run_1/metal_stack.png
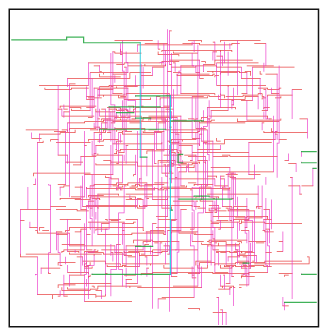
run_1/cell_classes.png
Fill, decap, tap and diode cells in gray.
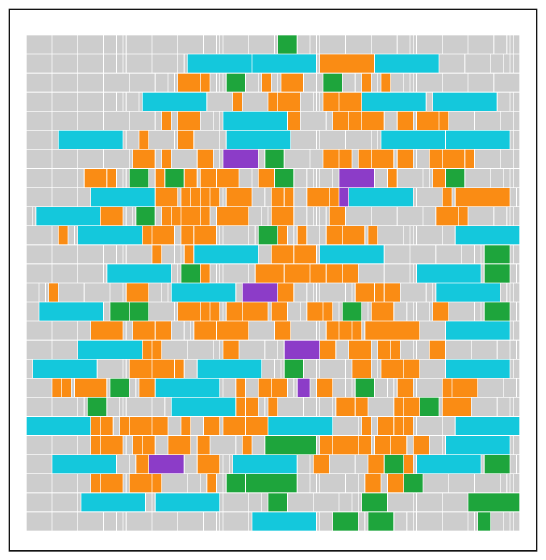
run_1/final_placement.png
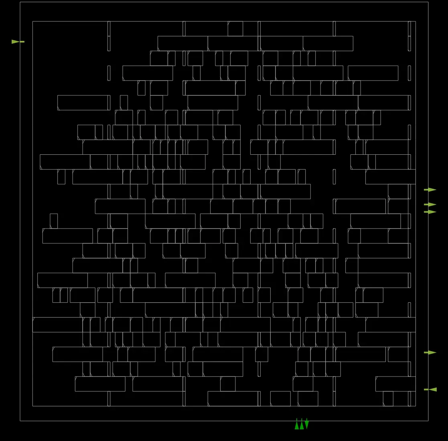
**src/rtl/key_event_decoder.sv**
```systemverilog
// Classifies debounced key flags into short/double/long/repeat event pulses plus a held level.
// Latency: all outputs registered, one cycle after the sampling edge; no backpressure (pulses are fire-and-forget).
module key_event_decoder #(
    parameter int unsigned LONG_CYCLES   = 50_000_000,
    parameter int unsigned REPEAT_CYCLES = 5_000_000,
    parameter int unsigned DCLICK_CYCLES = 15_000_000
) (
    input  logic clk,
    input  logic rst_n,
    input  logic press_flag,
    input  logic release_flag,
    output logic short_pulse,
    output logic double_pulse,
    output logic long_pulse,
    output logic repeat_pulse,
    output logic held
);

    localparam logic [31:0] LONG_TC   = 32'(LONG_CYCLES - 1);
    localparam logic [31:0] REPEAT_TC = 32'(REPEAT_CYCLES - 1);
    localparam logic [31:0] DCLICK_TC = 32'(DCLICK_CYCLES - 1);

    typedef enum logic [2:0] {
        IDLE      = 3'd0,
        PRESSED   = 3'd1,
        LONG_HELD = 3'd2,
        WAIT_2ND  = 3'd3,
        PRESSED_2 = 3'd4
    } state_t;

    state_t      state, state_nxt;
    logic [31:0] cnt, cnt_nxt;
    logic        short_nxt, double_nxt, long_nxt, repeat_nxt, held_nxt;
    logic        press, rel;

    // Simultaneous press and release is contradictory; treat it as no event.
    assign press = press_flag & ~release_flag;
    assign rel   = release_flag & ~press_flag;

    always_comb begin
        state_nxt  = state;
        cnt_nxt    = cnt + 32'd1;
        short_nxt  = 1'b0;
        double_nxt = 1'b0;
        long_nxt   = 1'b0;
        repeat_nxt = 1'b0;
        case (state)
            IDLE: begin
                if (press) state_nxt = PRESSED;
            end
            PRESSED: begin
                if (rel) begin
                    state_nxt = WAIT_2ND;
                end else if (cnt == LONG_TC) begin
                    long_nxt  = 1'b1;
                    state_nxt = LONG_HELD;
                end
            end
            LONG_HELD: begin
                if (rel) begin
                    state_nxt = IDLE;
                end else if (cnt == REPEAT_TC) begin
                    repeat_nxt = 1'b1;
                    cnt_nxt    = 32'd0;
                end
            end
            WAIT_2ND: begin
                if (press) begin
                    double_nxt = 1'b1;
                    state_nxt  = PRESSED_2;
                end else if (cnt == DCLICK_TC) begin
                    short_nxt = 1'b1;
                    state_nxt = IDLE;
                end
            end
            PRESSED_2: begin
                if (rel) state_nxt = IDLE;
            end
            default: state_nxt = IDLE;
        endcase
        if (state_nxt != state) cnt_nxt = 32'd0;
        held_nxt = (state_nxt == PRESSED) || (state_nxt == LONG_HELD) || (state_nxt == PRESSED_2);
    end

    always_ff @(posedge clk or negedge rst_n) begin
        if (!rst_n) begin
            state        <= IDLE;
            cnt          <= 32'd0;
            short_pulse  <= 1'b0;
            double_pulse <= 1'b0;
            long_pulse   <= 1'b0;
            repeat_pulse <= 1'b0;
            held         <= 1'b0;
        end else begin
            state        <= state_nxt;
            cnt          <= cnt_nxt;
            short_pulse  <= short_nxt;
            double_pulse <= double_nxt;
            long_pulse   <= long_nxt;
            repeat_pulse <= repeat_nxt;
            held         <= held_nxt;
        end
    end

endmodule

```
**config.mk**
```make
export PLATFORM = sky130hd
export DESIGN_NAME = key_event_decoder
export DESIGN_NICKNAME = d
export VERILOG_FILES = /design/src/rtl/key_event_decoder.sv
export SDC_FILE = /design/constraint.sdc
export NUM_CORES = 1
export LEC_CHECK = 0
export CAP_MARGIN = 20
export CORE_AREA = 2 2 73 75
export CTS_CLUSTER_SIZE = 10
export DETAILED_ROUTE_END_ITERATION = 12
export DIE_AREA = 0 0 75 77
export GPL_ROUTABILITY_DRIVEN = 0
export PLACE_DENSITY_LB_ADDON = 0.12
export SLEW_MARGIN = 20
export SYNTH_ARGS = -nofsm -noshare
export SYNTH_HDL_FRONTEND = slang
export SYNTH_SLANG_ARGS = --single-unit
```
**constraint.sdc**
```tcl
create_clock -name clk -period 2.3 [get_ports clk]
set_clock_uncertainty 0.1 [all_clocks]
set_input_delay 0.46 -clock clk [delete_from_list [all_inputs] [get_ports clk]]
set_output_delay 0.46 -clock clk [all_outputs]
set_load 0.05 [all_outputs]
```
==> flow_metrics.env, run 1 <==
# implementation run metrics
export IMPL_root_buffer="clkbuf_8"
export IMPL_hold_class="primary input to asynchronous set/reset pin"
export IMPL_yosys_warnings=0
export IMPL_synthTopLogicFamily="simple AND/OR/NAND/NOR gates"
export IMPL_layout_top_cell="nor2_1"
export IMPL_fin_crit_ns=2.18
export IMPL_outcome="complete, no violations"
export IMPL_ys_flops=40
export IMPL_warnings=26
export IMPL_design_power_total_w=0.00190
export IMPL_yosysTopAreaCell="dfrtp_1"
export IMPL_crit_required_ns=2.38
export IMPL_setup_tns_ns=0
export IMPL_drc=0
export IMPL_top_area_share_pct=46.1
export IMPL_cts_tree="done"
export IMPL_rsz0062_at_grt="false"
export IMPL_ys_top_cells_by_area="dfrtp_1 (46%), nor2_1 (7.6%), xnor2_1 (6.0%)"
export IMPL_vias=1682
export IMPL_ff_type="dfrtp_1"
export IMPL_diodes=0
export IMPL_area_growth_pct=21.0
export IMPL_via_per_inst=5.05
export IMPL_syn_nets=231
export IMPL_cp_slowest_stage_delay_ns=0.47
export IMPL_finalClockPeriodUsage_pct=94.8
export IMPL_clkLatencyLatePin_ns=0.29
export IMPL_ant_nets=0
export IMPL_first_iter_violations=88
export IMPL_fp_dieW_um=75
export IMPL_yosys_stat_seqShare_pct=46.1
export IMPL_grtUsageTotal_pct=17.6
export IMPL_grt_pass1_vias=1622
export IMPL_syn_inst=226
export IMPL_yosys_cell_types_count=42
export IMPL_synth_async_reset_ratio_pct=100
export IMPL_worstMarginPinSlew_ns=0.491
export IMPL_grt_pass1_wl_mm=7.76
export IMPL_ys_cells=226
export IMPL_drive_gt1_share_pct=16.3
export IMPL_synth_chip_area_um2=2170
export IMPL_grt_max_degree=41
export IMPL_fp_dieArea_um2=5780
export IMPL_power_density_nw_per_um2=724
export IMPL_dpl_hpwl_mm=3.36
export IMPL_setup_worst_path_end_class="register"
About metal_stack.png:
- green: met3 (wire length 153 um)
- magenta: met2 (wire length 2,060 um)
- red: met1 (wire length 2,250 um)
- cyan: met4 (wire length 71.4 um)

About cell_classes.png:
- purple: clock drivers and dummy loads (cells 7)
- orange: all other logic (cells 182)
- cyan: flip-flops (cells 40)
- green: other buffers and delay cells (cells 34)

About final_placement.png:
area of the core: 4980 um2
Site Rows: 26

## run 1: what timing repair did
action	CTS	global route
resized	0	1
endpoints found under the setup margin	0	21
buffers inserted	0	0
## run 1: flip-flops by register name, indices dropped and copies added (netlist names)
signal,cells
cnt,32
state,3
double_pulse,1
held,1
long_pulse,1
repeat_pulse,1
short_pulse,1
## run 1: stage by stage
stage	cells	utilization (%)	setup WS, ns	area, um2
after CTS	333	52.7	0.0660	2630
after global routing	333	52.8	0.00833	2630
after floorplan	226	-	0.281	2170
after global placement	326	51.2	-0.0179	2550
final	333	52.8	0.119	2630
after detailed placement	326	51.2	-0.0437	2550
## run 1: where the power goes
group          leakage (nW)  switching [W]  internal (W)
Combinational         0.555       0.000366      0.000294
Clock                0.0410       0.000231      0.000206
Sequential            0.550      0.0000516      0.000756
Total                  1.15       0.000649       0.00126
## run 1: path summary, 6_finish.rpt
kind,startpoint,endpoint,slack (ns),cells past startpoint
min reg2reg,cnt[0],cnt[0],0.45,2
min,rst_n,double_pulse,0.02,2
max in group asynchronous,rst_n,cnt[7],1.86,2
max,cnt[28],cnt[11],0.12,7
min in group clk,cnt[0],cnt[0],0.45,2
max reg2reg,cnt[28],cnt[11],0.12,7
## run 1: critical path: cells and delay by family, from the launching register on
family        cells  cell delay (ns)
buf+inv           1             0.15
flops             1             0.44
simple gates      6             1.39
## run 1: routing by layer
layer / up-vias / part of all wire (%) / GRT usage [%]
met1: 782 / 50 / 24.7
met2: 28 / 45 / 26.5
met4: 0 / 1.6 / 6.43
met5: - / 0 / 0
met3: 6 / 3.3 / 3.55
li1: 866 / - / -
## run 1: final cells by class
cell class                 instances  area, um2
clock buffer                       6       72.6
clock inverter                     1       5.00
timing repair buffer              34        308
inverter                           5       18.8
fill                             460       2350
sequential                        40       1000
tap                               70       87.6
multi-input combinational        177       1140
## run 1: cell usage after synthesis (2+ instances only)
cell type,instances
nor4bb_1,2
o211ai_1,2
xnor2_1,15
nand2b_1,4
nor3_1,3
nand3_1,17
nor4_1,6
nor2_1,44
nor4_4,2
and3b_1,2
and2_1,2
or3_1,2
dfrtp_1,40
nor2b_1,5
xor2_1,15
nand2_1,14
nand4_1,8
nor2_2,2
a21oi_1,2
inv_1,5
buf_2,2
and4_1,2
and3_1,11
## run 1: cell families after synthesis
| logic type | Yosys count |
|---|---|
| AOI/OAI and AO/OA | 9 |
| xor gates and xnor gates | 30 |
| buffers and inverters | 9 |
| adders and majority gates | 1 |
| muxes | 1 |
| and+or+nand+nor | 136 |
| DFF | 40 |
==> run 2: changes to the inputs <==
--- a/config.mk
+++ b/config.mk
@@ -5,12 +5,13 @@
 export SDC_FILE = /design/constraint.sdc
 export NUM_CORES = 1
 export LEC_CHECK = 0
-export CAP_MARGIN = 20
+export CAP_MARGIN = 5
 export CORE_AREA = 2 2 73 75
 export CTS_CLUSTER_SIZE = 10
 export DETAILED_ROUTE_END_ITERATION = 12
 export DIE_AREA = 0 0 75 77
 export GPL_ROUTABILITY_DRIVEN = 0
+export HOLD_SLACK_MARGIN = 0.1
 export PLACE_DENSITY_LB_ADDON = 0.12
 export SLEW_MARGIN = 20
 export SYNTH_ARGS = -nofsm -noshare
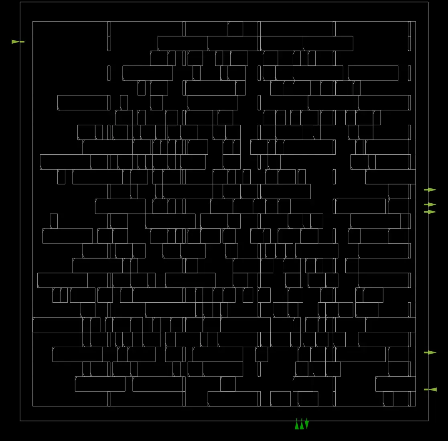
run_2/final_placement.png
non-filler cells, final: 334
Seq area share: 37.9%
post-layout util: 53.0%
TAP cells: 70
flop count: 40

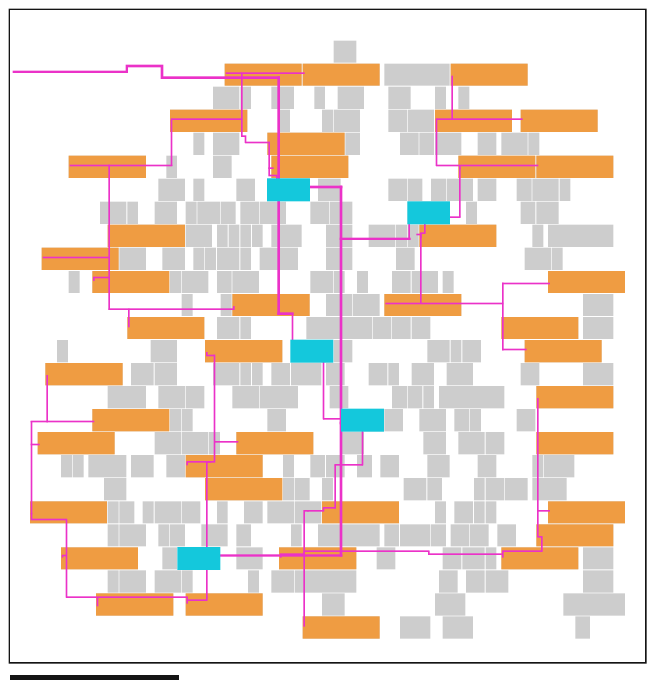
run_2/clock_map.png
Scale bar: 20 um.
- cyan: cells driving clock nets (count 5)
- orange: flip-flops (count 40)
- magenta: clock wires (length 524 um)
- routed clock nets: 6
- flops lie: widely spread
Clock Power: 0.000435 W
Clock Power Share: 22.9%

==> flow_metrics.env, run 2 <==
# implementation run metrics
export IMPL_cp_slowest_stage_delay_ns=0.47
export IMPL_top_cells_by_count="nor2_1 (44), dfrtp_1 (40), nand3_1 (17)"
export IMPL_grt_pass1_wl_mm=7.79
export IMPL_yosys_stat_seqShare_pct=46.1
export IMPL_grt_pass1_vias=1634
export IMPL_dpl_worst_slack_ns=-0.0437
export IMPL_reg_largest_list="cnt: 32 flops, state: 3 flops"
export IMPL_root_buffer="clkbuf_8"
export IMPL_grt_max_degree=41
export IMPL_design_power_total_w=0.00190
export IMPL_timing_rr_start="cnt[28]"
export IMPL_fp_dieW_um=75
export IMPL_yosys_warnings=0
export IMPL_fin_crit_ns=2.17
export IMPL_r2r_end="cnt[18]"
export IMPL_min_from="cnt[0]"
export IMPL_fp_dieArea_um2=5780
export IMPL_drc=0
export IMPL_ant_nets=0
export IMPL_cts_tree="done"
export IMPL_critical_path_buf_inv_count=1
export IMPL_rr_worst_depth=7
export IMPL_largest_reg_flops=32
export IMPL_ys_flops=40
export IMPL_coreArea_um2=4980
export IMPL_syn_inst=226
export IMPL_dpl_hpwl_mm=3.36
export IMPL_cts_setup_buffers=0
export IMPL_worst_r2r_setup_slack_ns=0.13
export IMPL_finalClockPeriodUsage_pct=94.3
export IMPL_grtUsageTotal_pct=17.7
export IMPL_crit_required_ns=2.39
export IMPL_area_growth_pct=21.5
export IMPL_synth_most_common_cell="nor2_1"
export IMPL_yosys_cell_types_count=42
export IMPL_synth_chip_area_um2=2170
export IMPL_critPathLaunch="cnt[28]"
export IMPL_yosysTopAreaCell="dfrtp_1"
export IMPL_drive_gt1_share_pct=16.3
export IMPL_crit_end="cnt[18]"
export IMPL_ys_cells=226
export IMPL_diodes=0
export IMPL_syn_nets=231
export IMPL_layout_top_cell="nor2_1"
export IMPL_outcome="complete, no violations"
export IMPL_top_register="cnt"
export IMPL_synth_async_reset_ratio_pct=100
export IMPL_crit_cells=7
export IMPL_hold_class="register to register"
[run 2: worst min path at each step]
stage                   end  slack, ns  depth (start not counted)
3_3_place_gp   double_pulse       0.35                          2
5_1_grt              cnt[0]       0.47                          2
6_report             cnt[0]       0.45                          2
4_1_cts              cnt[0]       0.45                          2
2_1_floorplan        cnt[0]       0.06                          0
3_5_place_dp       state[2]       0.35                          2
[run 2: stage by stage]
| stage | instance area [um2] | cells |
|---|---|---|
| after floorplan | 2170 | 226 |
| after global placement | 2550 | 326 |
| after detailed placement | 2550 | 326 |
| after CTS | 2640 | 334 |
| after global routing | 2640 | 334 |
| final | 2640 | 334 |
[run 2: tightest hold or removal path: cells and delay by family, from the launching register on]
kind,cells,cell delay (ns)
flops,1,0.35
buf+inv,1,0.12
simple gates,1,0.04
[run 2: cells by family after synthesis]
family / synth area share, %
mux: 0.461
xor+xnor: 12.1
simple gates: 35.3
buf+inv: 1.84
flops: 46.1
compound gates: 3.63
fa+ha+maj: 0.576
[run 2: what timing repair did]
action	CTS	global route
endpoints found under the setup margin	0	21
hold buffers	1	0
resized	0	1
endpoints found under the hold margin	40	0
[run 2: metal layers]
metal	wire, um	vias up	track usage, %
met4	71	0	6.43
li1	-	868	-
met5	0	-	0
met1	2230	798	24.7
met2	2070	31	26.7
met3	159	6	3.55
[run 2: power breakdown]
group | internal [W] | switching, W | total [W]
logic | 0.000295 | 0.000366 | 0.000661
clock network | 0.000206 | 0.000229 | 0.000435
registers | 0.000756 | 0.0000514 | 0.000807
[run 2: area by class of cell]
type | count | area, um2 | area share [%]
clock buffers | 6 | 72.6 | 2.75
clock inverters | 1 | 5.00 | 0.190
inverters | 5 | 18.8 | 0.711
multi-input cells | 177 | 1140 | 43.1
flip-flops and latches | 40 | 1000 | 37.9
well taps | 70 | 87.6 | 3.32
repair buffers | 35 | 318 | 12.0
==> run 3: changes to the inputs <==
--- a/config.mk
+++ b/config.mk
@@ -5,11 +5,12 @@
 export SDC_FILE = /design/constraint.sdc
 export NUM_CORES = 1
 export LEC_CHECK = 0
+export ABC_AREA = 1
 export CAP_MARGIN = 5
-export CORE_AREA = 2 2 73 75
+export CORE_AREA = 2 2 81 83
 export CTS_CLUSTER_SIZE = 10
 export DETAILED_ROUTE_END_ITERATION = 12
-export DIE_AREA = 0 0 75 77
+export DIE_AREA = 0 0 83 85
 export GPL_ROUTABILITY_DRIVEN = 0
 export HOLD_SLACK_MARGIN = 0.1
 export PLACE_DENSITY_LB_ADDON = 0.12
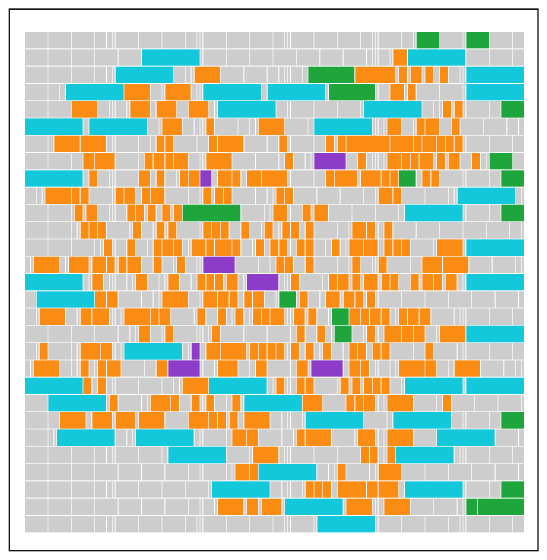
run_3/cell_classes.png
Fill, decap, tap and diode cells in gray.
- green: other buffers and delay cells (cells 17)
- orange: all other logic (cells 298)
- cyan: flip-flops (cells 40)
- purple: clock drivers and dummy loads (cells 7)
Design Area, Final: 3020 um2
area of the core: 6200 um2
Site Rows: 29
post-layout util: 48.7%

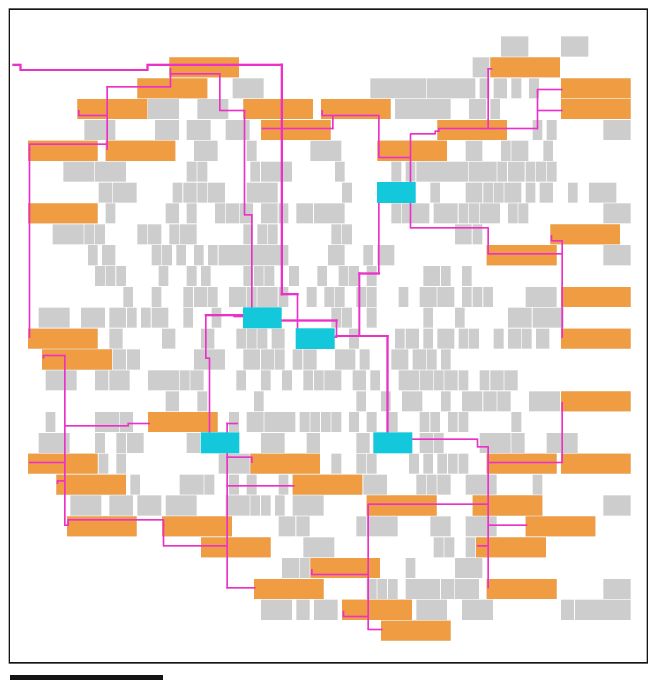
run_3/clock_map.png
Scale bar: 20 um.
- cyan: cells driving clock nets (count 5)
- orange: flip-flops (count 40)
- magenta: clock wires (length 584 um)
- flops lie: widely spread

==> flow_metrics.env, run 3 <==
# implementation run metrics
export IMPL_outcome="complete, no violations"
export IMPL_hold_class="register to register"
export IMPL_synth_async_reset_ratio_pct=100
export IMPL_fin_crit_ns=2.09
export IMPL_fa_ha_area_share_pct=0.465
export IMPL_fp_dieW_um=83
export IMPL_syn_nets=346
export IMPL_fin_ws_ns=0.213
export IMPL_design_power_total_w=0.00229
export IMPL_rsz0062_at_grt="false"
export IMPL_cts_setup_buffers=0
export IMPL_synthTopLogicFamily="simple AND/OR/NAND/NOR gates"
export IMPL_yosys_stat_seqShare_pct=37.2
export IMPL_ys_sh_xor_pct=5.20
export IMPL_top_register="cnt"
export IMPL_top_cells_by_count="nand2_1 (76), nor2_1 (43), dfrtp_1 (40)"
export IMPL_area_growth_pct=12.1
export IMPL_dpl_worst_slack_ns=0.0415
export IMPL_fp_dieArea_um2=7060
export IMPL_reg_largest_list="cnt: 32 flops, state: 3 flops"
export IMPL_via_per_inst=4.97
export IMPL_largest_reg_flops=32
export IMPL_ys_top_cells_by_area="dfrtp_1 (37%), nor2_4 (13%), nand2_1 (11%)"
export IMPL_setup_tns_ns=0
export IMPL_ff_type="dfrtp_1"
export IMPL_ant_nets=0
export IMPL_finalClockPeriodUsage_pct=90.7
export IMPL_grt_max_degree=41
export IMPL_yosysTopAreaCell="dfrtp_1"
export IMPL_vias=2180
export IMPL_diodes=0
export IMPL_drc=0
export IMPL_yosys_cell_types_count=26
export IMPL_mux_area_share_pct=0
export IMPL_power_density_nw_per_um2=759
export IMPL_grt_pass1_vias=2176
export IMPL_top_area_share_pct=37.2
export IMPL_setup_worst_path_end_class="register"
export IMPL_synth_chip_area_um2=2690
export IMPL_yosys_warnings=0
export IMPL_dpl_hpwl_mm=4.58
export IMPL_drive_gt1_share_pct=21.5
export IMPL_dpl_instance_area_um2=2890
export IMPL_cts_tree="done"
==> run 3: netlist changes by cell type after synthesis, moves of 5 or more <==
cell,delta
nand2_1,+62
inv_1,+34
nor2_4,+32
xnor2_1,-14
inv_2,+12
and3_1,-11
nor3_1,+9
nand2_2,+7
nand3_1,+6
o21ai_0,+6
nor2b_1,-5
==> run 3: area by class of cell <==
cell class	count	area (um2)	area share [%]
clock buffers	6	72.6	2.40
repair buffers	17	200	6.63
well taps	77	96.3	3.19
inverters	51	191	6.34
flip-flops and latches	40	1000	33.2
multi-input cells	247	1450	48.1
clock inverters	1	5.00	0.166
==> run 3: logic make-up after synthesis <==
kind of cell    Yosys count
fa+ha+maj                 1
simple gates            220
flops                    40
buf+inv                  54
compound gates           10
xor+xnor                 16
==> run 3: where the power goes <==
part	total [W]	switching (W)	internal (W)	leakage [nW]
clock network	0.000451	0.000244	0.000207	0.0410
logic	0.00106	0.000705	0.000355	0.638
registers	0.000781	0.0000312	0.000749	0.552
==> run 3: what timing repair did <==
action | in CTS | in global routing
endpoints found under the setup margin | 0 | 18
endpoints found under the hold margin | 40 | 0
resized | 0 | 3
hold buffers | 1 | 0
==> run 3: worst max-delay path, delay by kind of cell (launching register included) <==
| family | cells | cell delay (ns) |
|---|---|---|
| adder cells (fa/ha/maj) | 1 | 0.20 |
| AND/OR/NAND/NOR | 8 | 0.78 |
| buffers and inverters | 2 | 0.31 |
| AND-OR/OR-AND | 1 | 0.18 |
| flip-flops | 1 | 0.37 |
==> run 3: worst paths after layout <==
path,startpoint,end,slack [ns],depth (start not counted)
hold reg to reg,cnt[0],cnt[0],0.44,3
max in group asynchronous,rst_n,cnt[23],1.34,3
min in group asynchronous,rst_n,cnt[2],0.57,3
hold / removal,cnt[0],cnt[0],0.44,3
setup / recovery,cnt[0],cnt[0],0.21,12
setup reg to reg,cnt[0],cnt[0],0.21,12
==> run 3: routing by layer <==
metal  GRT usage, %  part of all wire, %
met1           25.0                   49
met2           30.0                   47
met3           3.31                  3.2
met4           4.62                  1.4
met5              0                    0
==> run 3: through the flow <==
stage	cells	util, %	hold slack (ns)
3_3_place_gp	430	46.6	0.351
4_1_cts	438	48.1	0.439
2_1_floorplan	341	-	0.0644
5_1_grt	439	48.7	0.511
3_5_place_dp	430	46.6	0.351
6_report	439	48.7	0.438

==> layout pictures side by side <==
Cells by drive strength.
Scale bar: 20 um.
picture 1
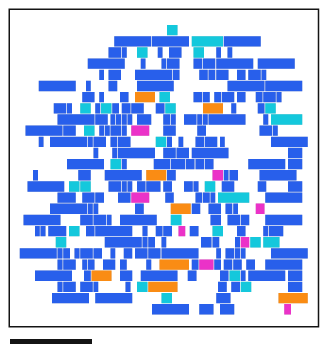
picture 2
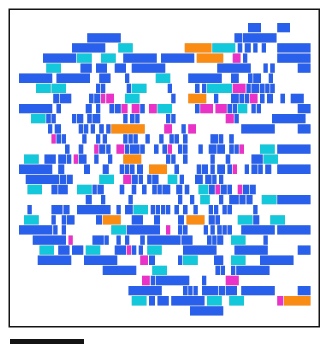
The one with the most cells is picture 2.
run 3: picture 2
run 2: picture 1

Key to picture 1:
- cyan: drive 3 to 4 (cells 27; share 10%; most used buf_4)
- magenta: drive 2 (cells 8; share 3.0%; most used nor2_2)
- blue: drive 1 or less (cells 221; share 84%; most used nor2_1)
- orange: drive 6 and up (cells 8; share 3.0%; most used clkbuf_8)

No activity file was given, so power comes from the tool's default toggle rates.
